==> src/rtl/sd_loader_pkg.sv <==
// Shared definitions for the SD-card ROM loader: FSM states, error codes
// and sector geometry.
package sd_loader_pkg;

   localparam int SECTOR_BYTES = 512;
   localparam int BYTE_IDX_W   = 10;
   localparam int ACK_TOUT     = 16;

   typedef enum logic [2:0] {
      ST_IDLE,
      ST_WAIT_INIT,
      ST_ISSUE,
      ST_WAIT_ACK,
      ST_STREAM,
      ST_NEXT,
      ST_DONE,
      ST_FAIL
   } state_t;

   localparam logic [1:0] ERR_NONE  = 2'b00;
   localparam logic [1:0] ERR_INIT  = 2'b01;
   localparam logic [1:0] ERR_READ  = 2'b10;
   localparam logic [1:0] ERR_SHORT = 2'b11;

endpackage

==> src/rtl/sd_strobe_edge.sv <==
// Falling-edge detector for the SD reader's active-low byte strobe, with a
// one-cycle registered capture of the accompanying data byte.
module sd_strobe_edge (
   input  logic       clk,
   input  logic       rst,
   input  logic       strobe_n,
   input  logic       enable,
   input  logic [7:0] data_in,
   output logic       fall,
   output logic       pulse,
   output logic [7:0] data_q
);

   logic strobe_n_prev;

   assign fall = strobe_n_prev & ~strobe_n;

   // Remember last strobe level; register an accepted edge and its byte
   always_ff @(posedge clk) begin
      if (rst) begin
         strobe_n_prev <= 1'b1;
         pulse         <= 1'b0;
         data_q        <= 8'h00;
      end else begin
         strobe_n_prev <= strobe_n;
         pulse         <= fall & enable;
         if (fall & enable) begin
            data_q <= data_in;
         end
      end
   end

endmodule

==> src/rtl/sd_rom_loader.sv <==
// Loads a run of 512-byte SD sectors into cartridge RAM.
// Optional feature: define SD_LOADER_CHECKSUM_EN to enable the running
// 8-bit checksum of written bytes; otherwise checksum reads as 8'h00.
// ADDR_W is assumed to be at most 32.
module sd_rom_loader
   import sd_loader_pkg::*;
#(
   parameter int ADDR_W    = 14,
   parameter int INIT_TOUT = 1 << 20
) (
   input  logic              clk,
   input  logic              rst,
   input  logic              start,
   input  logic [31:0]       base_sector,
   input  logic [7:0]        num_sectors,
   input  logic              sd_busy,
   input  logic              sd_initialized,
   input  logic [7:0]        sd_data,
   input  logic              sd_wr_n,
   output logic [31:0]       sd_sector_addr,
   output logic              sd_start_read,
   output logic [ADDR_W-1:0] ram_addr,
   output logic [7:0]        ram_data,
   output logic              ram_we,
   output logic              loading,
   output logic              done,
   output logic [1:0]        error_code,
   output logic [7:0]        checksum
);

   localparam int TMR_W = ($clog2(INIT_TOUT + 1) > 5) ? $clog2(INIT_TOUT + 1) : 5;

   state_t                state, state_d;
   logic [31:0]           base_q;
   logic [7:0]            num_q;
   logic [7:0]            sec_idx;
   logic [BYTE_IDX_W-1:0] byte_idx;
   logic [BYTE_IDX_W-1:0] byte_idx_inc;
   logic [TMR_W-1:0]      tmr;

   logic       load_go;
   logic       issue_fire;
   logic       enter_done;
   logic       enter_fail;
   logic [1:0] fail_code;
   logic       accept_en;
   logic       accept;
   logic       strobe_fall;
   logic [ADDR_W-1:0] byte_addr;

   // Bytes are only taken while streaming a sector that is not yet full
   assign accept_en = (state == ST_STREAM) && (byte_idx != BYTE_IDX_W'(SECTOR_BYTES));
   assign accept    = accept_en & strobe_fall;
   assign byte_addr = (ADDR_W'(sec_idx) << 9) + ADDR_W'(byte_idx);

   sd_strobe_edge u_strobe (
      .clk      (clk),
      .rst      (rst),
      .strobe_n (sd_wr_n),
      .enable   (accept_en),
      .data_in  (sd_data),
      .fall     (strobe_fall),
      .pulse    (ram_we),
      .data_q   (ram_data)
   );

   // State register
   always_ff @(posedge clk) begin
      if (rst) begin
         state <= ST_IDLE;
      end else begin
         state <= state_d;
      end
   end

   // Next-state logic and the one-cycle control strobes derived from it
   always_comb begin
      state_d      = state;
      load_go      = 1'b0;
      issue_fire   = 1'b0;
      fail_code    = ERR_NONE;
      byte_idx_inc = byte_idx + BYTE_IDX_W'(accept);
      unique case (state)
         ST_IDLE, ST_DONE, ST_FAIL: begin
            if (start) begin
               load_go = 1'b1;
               state_d = (num_sectors == 8'd0) ? ST_DONE : ST_WAIT_INIT;
            end
         end
         ST_WAIT_INIT: begin
            if (!sd_busy) begin
               if (sd_initialized) begin
                  state_d = ST_ISSUE;
               end else begin
                  state_d   = ST_FAIL;
                  fail_code = ERR_INIT;
               end
            end else if (tmr == TMR_W'(INIT_TOUT - 1)) begin
               state_d   = ST_FAIL;
               fail_code = ERR_INIT;
            end
         end
         ST_ISSUE: begin
            if (!sd_busy) begin
               issue_fire = 1'b1;
               state_d    = ST_WAIT_ACK;
            end
         end
         ST_WAIT_ACK: begin
            if (sd_busy) begin
               state_d = ST_STREAM;
            end else if (tmr == TMR_W'(ACK_TOUT - 1)) begin
               state_d   = ST_FAIL;
               fail_code = ERR_READ;
            end
         end
         ST_STREAM: begin
            if (!sd_busy) begin
               if (!sd_initialized) begin
                  state_d   = ST_FAIL;
                  fail_code = ERR_READ;
               end else if (byte_idx_inc != BYTE_IDX_W'(SECTOR_BYTES)) begin
                  state_d   = ST_FAIL;
                  fail_code = ERR_SHORT;
               end else begin
                  state_d = ST_NEXT;
               end
            end
         end
         ST_NEXT: begin
            if (({1'b0, sec_idx} + 9'd1) == {1'b0, num_q}) begin
               state_d = ST_DONE;
            end else begin
               state_d = ST_ISSUE;
            end
         end
         default: begin
            state_d = ST_IDLE;
         end
      endcase
      enter_done = (state_d == ST_DONE) && ((state != ST_DONE) || load_go);
      enter_fail = (state_d == ST_FAIL) && (state != ST_FAIL);
   end

   // Wait-state timer restarts whenever the FSM changes state
   always_ff @(posedge clk) begin
      if (rst) begin
         tmr <= '0;
      end else if (state_d != state) begin
         tmr <= '0;
      end else if ((state == ST_WAIT_INIT) || (state == ST_WAIT_ACK)) begin
         tmr <= tmr + TMR_W'(1);
      end
   end

   // Load bookkeeping, status flags, sector requests and RAM addressing
   always_ff @(posedge clk) begin
      if (rst) begin
         base_q         <= 32'd0;
         num_q          <= 8'd0;
         sec_idx        <= 8'd0;
         byte_idx       <= '0;
         loading        <= 1'b0;
         done           <= 1'b0;
         error_code     <= ERR_NONE;
         sd_sector_addr <= 32'd0;
         sd_start_read  <= 1'b0;
         ram_addr       <= '0;
      end else begin
         sd_start_read <= issue_fire;
         if (load_go) begin
            base_q     <= base_sector;
            num_q      <= num_sectors;
            sec_idx    <= 8'd0;
            byte_idx   <= '0;
            loading    <= 1'b1;
            done       <= 1'b0;
            error_code <= ERR_NONE;
         end
         if (enter_done) begin
            done    <= 1'b1;
            loading <= 1'b0;
         end
         if (enter_fail) begin
            loading    <= 1'b0;
            error_code <= fail_code;
         end
         if (issue_fire) begin
            sd_sector_addr <= base_q + 32'(sec_idx);
         end
         if (accept) begin
            ram_addr <= byte_addr;
            byte_idx <= byte_idx_inc;
         end
         if (state == ST_NEXT) begin
            sec_idx  <= sec_idx + 8'd1;
            byte_idx <= '0;
         end
      end
   end

`ifdef SD_LOADER_CHECKSUM_EN
   logic [7:0] checksum_q;

   // Running modulo-256 sum of every byte written to cartridge RAM
   always_ff @(posedge clk) begin
      if (rst) begin
         checksum_q <= 8'h00;
      end else if (load_go) begin
         checksum_q <= 8'h00;
      end else if (ram_we) begin
         checksum_q <= checksum_q + ram_data;
      end
   end

   assign checksum = checksum_q;
`else
   assign checksum = 8'h00;
`endif

endmodule

==> config.mk <==
export PLATFORM = sky130hd
export DESIGN_NAME = sd_rom_loader
export DESIGN_NICKNAME = d
export VERILOG_FILES = /design/src/rtl/sd_loader_pkg.sv /design/src/rtl/sd_strobe_edge.sv /design/src/rtl/sd_rom_loader.sv
export SDC_FILE = /design/constraint.sdc
export NUM_CORES = 1
export LEC_CHECK = 0
export ABC_AREA = 1
export CAP_MARGIN = 40
export CORE_AREA = 3 3 116 118
export CTS_CLUSTER_SIZE = 30
export DETAILED_ROUTE_END_ITERATION = 8
export DIE_AREA = 0 0 119 121
export PLACE_DENSITY_LB_ADDON = 0.12
export SLEW_MARGIN = 10
export SYNTH_ARGS = -nofsm -noshare
export SYNTH_HDL_FRONTEND = slang
export SYNTH_SLANG_ARGS = --single-unit
==> constraint.sdc <==
create_clock -name clk -period 5.2 [get_ports clk]
set_clock_uncertainty 0.1 [all_clocks]
set_input_delay 0.78 -clock clk [delete_from_list [all_inputs] [get_ports clk]]
set_output_delay 0.78 -clock clk [all_outputs]
set_load 0.005 [all_outputs]
### Sequential cells grouped by signal name

Scale: 4 px per um. Other sequential cells in the stronger grey, the rest of the logic in the fainter grey.
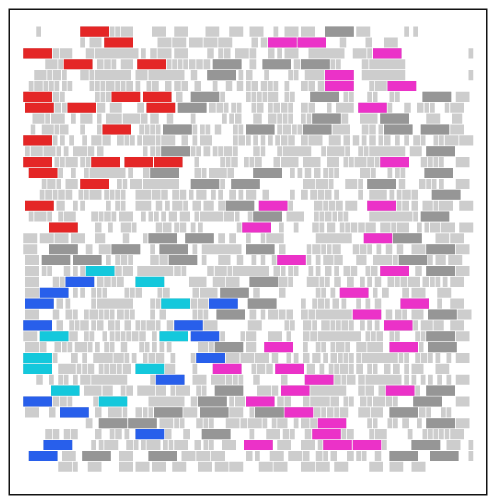
signal	colour	flops
`tmr`	red	21
`base_q`	magenta	32
`byte_idx`	cyan	10
`ram_addr`	blue	14
not coloured	66
Seq area share: 0.315
Seq group: 1.46 mW
FF/Latch Area: 2860 um2
fin util: 0.724

### Clock nets

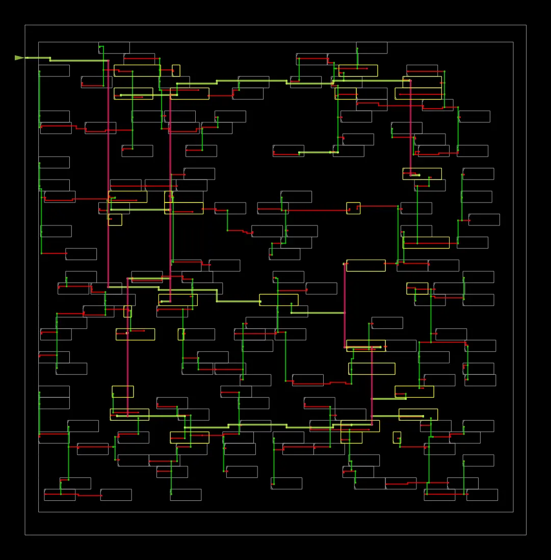
# clk buffers: 22
Late-Pin Clk Latency: 0.43 ns

==> notes.md <==
run results: status finished, final reports clean, largest cell class by area multi-input combinational cells, most numerous logic cell after layout nand2_1, vias in the first global route 6360, OpenROAD warnings 27, Place WS 1.30 ns, crit path kind in2reg, routed len/inst ~14 um, FILL cells approximately 1100, met1 usage 0.319, Detailed Route WL 17900 um, Hold Crit Start num_q[0], initial antenna violation count 0, setup_tns 0 ns, Tmin final 3.44 ns, # diodes 0, number of instances in the placed design 1294, path depth of the worst reg2reg path 20, CP max-delay cell clkdlybuf4s50_1, tap cells 172, CTS Buffer Depth 2, Non-Filler Instances 1326, mean post-synth cell area 6.95 um2, CTS resizes 0, Largest stage delay, worst path between 0.3 and 0.4 ns, met2 GRT Util 0.429, WP data arrival 3.70 ns, dominant kind of combinational cell simple AND/OR/NAND/NOR gates, Synth Area in XOR/XNOR 0.0387, worst-path fanout max 16, leading area contributor after synthesis dfxtp_1, final setup vio count 0, Synth top cell by count nand2_1, Layout Nets 1211, post-detail-place hpwl 12800 um, DR pass1 iterations 5, Post-Syn Area about 7200 um2, Comb area share 0.415, metal3 WL 778 um, part of the cycle the worst path needs 0.661, most used cell, CP nand2_1, Die Area about 14000 um2, Initial Util 0.576, worst slew pin tran 0.746 ns, Cell Pwr Density roughly 420 nW/um2, Clk pwr share 0.344, grt peak-use layer met2, number of signal-net buffers in the layout 119, P_sw 1.23 mW, Data buffer area share 0.131, Crit path max-delay family simple AND/OR/NAND/NOR gates, ANT nets after route 0, most common library cells after synthesis nand2_1 (192), nor2_1 (176), dfxtp_1 (143), crit path launch type primary input, RSZ-0062 raised after global routing no, Yosys chip area 7230 um2, fin worst setup slack 1.76 ns, Max-Cap Viols 0, Top power group registers, # port buffers 113, FF-to-FF Start state[2], DR vias 6914, first-pass GRT wire length 29800 um, internal power 2.58 mW, Setup crit end kind flip-flop, Simple Share, Synth 0.302, Post-synth EDFFs 0, highest metal used met4, dpl cell area 8460 um2, Synth warnings 0, clk cell area share 0.0706, largest net degree at the start of global routing 79, R2R Setup Slk 1.78 ns, Post-synth regs around 140, post-layout power 3.81 mW, worst hold slack 0.375 ns, GR Util met3 0.0550, synthesis-to-layout area growth 25.8%, Post-synth mux share 0, FMAX 291 MHz, yosys stat cell total 1041, Area leader share 0.396, P_clk 1.31 mW, fraction of layout cells with a size suffix above 1 0.0624, Sinks on Clock Net 143, HP Class reg2reg, CP required 5.46 ns, GR Overflow Total 0, core area approximately 13000 um2, GRT Overall Usage 0.254, CTS HTree Levels 4, Worst VDD drop 0.209 mV, Logic inverters 109, most common logic cells in the final layout nand2_1 (191), nor2_1 (176), dfxtp_1 (143), clk root buf clkbuf_16, Slew Limit Fails 0, row count 41, CP cell instances clkdlybuf4s50_1, inv_1, nand2_1, nor2_1, nand2_1, inv_1, ha_1, ha_1, nand2_1, inv_1, nand3_1, nand2_1, nand3_1, nor2_1, nand3_1, nand2_1, nand2_1, nand4_1, nand3_1, a21oi_1, P_comb approximately 1.0 mW, FF-to-FF End error_code[0]
No activity file was given, so power comes from the tool's default toggle rates.
